## config.mk

```make
export PLATFORM = sky130hd
export DESIGN_NAME = fifo_read_drainer
export DESIGN_NICKNAME = d
export VERILOG_FILES = /design/src/rtl/fifo_read_drainer.sv
export SDC_FILE = /design/constraint.sdc
export NUM_CORES = 1
export LEC_CHECK = 0
export CORE_ASPECT_RATIO = 1.4
export CORE_MARGIN = 5
export CORE_UTILIZATION = 46
export CTS_CLUSTER_SIZE = 8
export DETAILED_ROUTE_END_ITERATION = 10
export PLACE_DENSITY = 0.75
export SLEW_MARGIN = 25
export SYNTH_ARGS = -nofsm -noshare
export SYNTH_HDL_FRONTEND = slang
export SYNTH_SLANG_ARGS = --single-unit
```

## constraint.sdc

```tcl
create_clock -name rdclk -period 2.9 [get_ports rdclk]
set_input_delay 0.435 -clock rdclk [delete_from_list [all_inputs] [get_ports rdclk]]
set_output_delay 0.435 -clock rdclk [all_outputs]
set_load 0.02 [all_outputs]
```

## src/rtl/fifo_read_drainer.sv

```systemverilog
// ----------------------------------------------------------------------------
// fifo_read_drainer
//   Read-side consumer for an asynchronous FIFO, living in the read clock
//   domain. It issues rden strobes whenever the FIFO is not empty and there
//   is room for the word in a 2-entry skid buffer. It captures the
//   1-cycle-latency rddata and presents the words downstream as a
//   valid/ready stream that runs bubble-free at full throughput.
//
// Optional feature macro: DRAIN_COUNT_EN
//   When defined, adds the xfer_cnt output. It is a wrapping count of
//   accepted words.
//
// Ports
//   rdclk    in   1      read-domain clock, rising edge
//   rdrst    in   1      asynchronous active-low reset
//   empty    in   1      FIFO empty flag, synchronous to rdclk
//   rden     out  1      FIFO read strobe (combinational)
//   rddata   in   W      FIFO read data, valid the cycle after rden
//   m_valid  out  1      output word valid
//   m_data   out  W      output word (head of the skid buffer)
//   m_ready  in   1      downstream accept
//   xfer_cnt out  CNT_W  accepted-word counter (DRAIN_COUNT_EN only)
// ----------------------------------------------------------------------------
module fifo_read_drainer #(
    parameter int unsigned W     = 8,
    parameter int unsigned CNT_W = 16
) (
    input  logic             rdclk,
    input  logic             rdrst,
    input  logic             empty,
    output logic             rden,
    input  logic [W-1:0]     rddata,
    output logic             m_valid,
    output logic [W-1:0]     m_data,
    input  logic             m_ready
`ifdef DRAIN_COUNT_EN
    ,
    output logic [CNT_W-1:0] xfer_cnt
`endif
);

    // The state encoding equals the number of words held in the skid buffer.
    typedef enum logic [1:0] {
        S0 = 2'd0,
        S1 = 2'd1,
        S2 = 2'd2
    } occ_e;

    occ_e         state_q, state_d;
    logic         inflight_q;
    logic [W-1:0] head_q, head_d;
    logic [W-1:0] tail_q, tail_d;

    logic         accept;
    logic         capture;
    logic [1:0]   occ;
    logic [2:0]   credit;

    assign m_valid = (state_q != S0);
    assign m_data  = head_q;
    assign accept  = m_valid & m_ready;
    assign capture = inflight_q;
    assign occ     = state_q;

    // Slots committed after this edge: held + arriving - leaving.
    // accept implies occ >= 1, so the subtraction cannot underflow.
    assign credit = {1'b0, occ} + {2'b00, inflight_q} - {2'b00, accept};
    assign rden   = rdrst & ~empty & (credit < 3'd2);

    always_comb begin
        state_d = state_q;
        head_d  = head_q;
        tail_d  = tail_q;
        case (state_q)
            S0: begin
                if (capture) begin
                    head_d  = rddata;
                    state_d = S1;
                end
            end
            S1: begin
                case ({capture, accept})
                    2'b10: begin
                        tail_d  = rddata;
                        state_d = S2;
                    end
                    2'b01: state_d = S0;
                    // The head leaves and the arriving word takes its place.
                    2'b11: head_d = rddata;
                    default: ;
                endcase
            end
            S2: begin
                if (accept) begin
                    head_d  = tail_q;
                    state_d = S1;
                end
            end
            default: state_d = S0;
        endcase
    end

    always_ff @(posedge rdclk or negedge rdrst) begin
        if (!rdrst) begin
            state_q    <= S0;
            inflight_q <= 1'b0;
            head_q     <= '0;
            tail_q     <= '0;
        end else begin
            state_q    <= state_d;
            inflight_q <= rden;
            head_q     <= head_d;
            tail_q     <= tail_d;
        end
    end

    // The credit rule must never let a word arrive while both slots are full.
    a_no_capture_in_s2 : assert property (
        @(posedge rdclk) disable iff (!rdrst) !(capture && state_q == S2)
    );

`ifdef DRAIN_COUNT_EN
    logic [CNT_W-1:0] cnt_q, cnt_d;

    assign cnt_d    = cnt_q + CNT_W'(accept);
    assign xfer_cnt = cnt_q;

    always_ff @(posedge rdclk or negedge rdrst) begin
        if (!rdrst) begin
            cnt_q <= '0;
        end else begin
            cnt_q <= cnt_d;
        end
    end
`else
    // CNT_W only sizes the counter; keep an elaboration sanity check on it.
    if (CNT_W == 0) begin : g_bad_cnt_w
        $error("CNT_W must be at least 1");
    end
`endif

endmodule

```

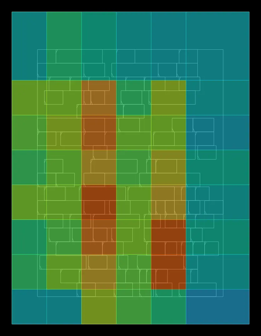
**Above:** routing congestion.
All-Layer GR Usage: 13.7%
met2 Use GR: 23.1%
met3 usage: 1.73%
GRT busiest layer: met2

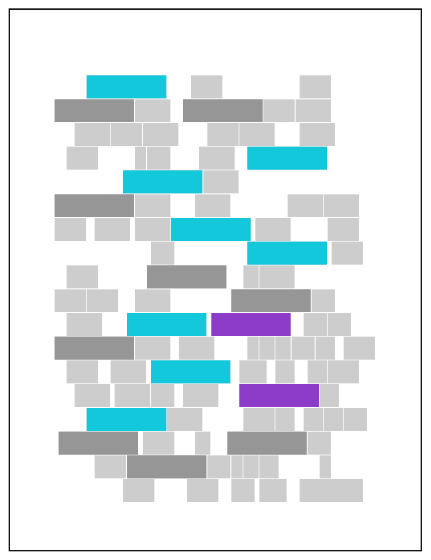
**Above:** register map, names as in the netlist.
Other sequential cells in the stronger grey, the rest of the logic in the fainter grey.
Purple is occ, flops 2. Cyan is tail_q, flops 8.
Another 9 sequential cells are not coloured.

==> out/qor.txt <==
run status -> complete, no violations
Vias/cell -> 5.12
H-tree levels -> 1
Top class by area -> registers
worst reg2reg path depth -> 8
XOR/XNOR Area Share -> 0.992%
Die Ht -> 61.9 um
wire per inst -> 14.3 um
syn_nets -> 76
tool warnings -> 26
relative slew slack -> 69.5%
met1 Use GR -> 16.7%
total negative slack -> 0 ns
first-pass GRT wire length -> 2.85 mm
n_taps -> 20
multi-input logic area -> 400 sq um
Max clock buf depth -> 2
combinational share of cell area -> 33.6%
clock group share of total power -> 11.9%
routability congestion estimate -> 0.743
asr flop ratio synth -> 100%
Adders+Majority by Area -> 2.27%
RSZ-0062 raised after global routing -> no
DIE WIDTH -> 47.0 um
wl on met1 -> 704 um
Max Slew Vio Count -> 0
worst clock skew -> 0.00248 ns
PwrDens -> 901 nW/um^2
fmax -> 377 MHz
cts repair resizes -> 1
storage element area -> 475 sq um
via count -> 589
Sink Count -> 19
Inverters excl. clock -> 0
met3 WL -> 58 um
EDFF count, synth -> 0
DR DRC count -> 0
final hold violations -> 0
most frequent cell after synthesis -> dfrtp_1
[path summary, 6_finish.rpt]
kind / end / slack, ns / start
max in group asynchronous: m_data[3] / 2.19 / rdrst
setup / recovery: rden / 0.25 / m_ready
min in group rdclk: m_data[0] / 0.51 / m_data[0]
hold reg to reg: m_data[0] / 0.51 / m_data[0]
hold / removal: m_data[2] / 0.51 / rdrst
setup reg to reg: capture / 1.08 / occ[0]
[cell families (layout without fill, tap and decap cells)]
| family | count (synthesis) | after routing |
|---|---|---|
| buffers and inverters | 1 | 33 |
| and+or+nand+nor | 12 | 12 |
| adders and majority gates | 1 | 1 |
| DFF | 19 | 19 |
| AOI/OAI and AO/OA | 4 | 4 |
| xor gates and xnor gates | 1 | 1 |
| muxes | 25 | 25 |
[state kept, by name, indices dropped and copies added (netlist names)]
name and count:
capture 1, m_data 8, occ 2, tail_q 8
[power groups by stage]
stage / Clock (mW) / Sequential (mW) / Combinational [mW]
floorplan: 0 / 0.522 / 0.208
global placement: 0 / 0.445 / 0.496
finish: 0.128 / 0.447 / 0.500
global route: 0.145 / 0.465 / 0.540
detailed placement: 0 / 0.454 / 0.509
CTS: 0.136 / 0.448 / 0.509
[stage by stage]
step / cells / setup slack, ns / instance area (sq um)
floorplan: 63 / 0.309 / 883
global placement: 111 / -0.132 / 1170
detailed placement: 111 / -0.185 / 1170
CTS: 115 / 0.0972 / 1200
global route: 115 / 0.117 / 1190
finish: 115 / 0.247 / 1190
[worst max-delay path, stage by stage]
cell,delay [ns]
clkdlybuf4s50_1,0.49
and2_1,0.14
nand2b_1,0.10
nand2_1,0.06
fa_1,0.37
xor2_1,0.15
nor3_1,0.24
clkbuf_2,0.22
No activity file was given, so power comes from the tool's default toggle rates.
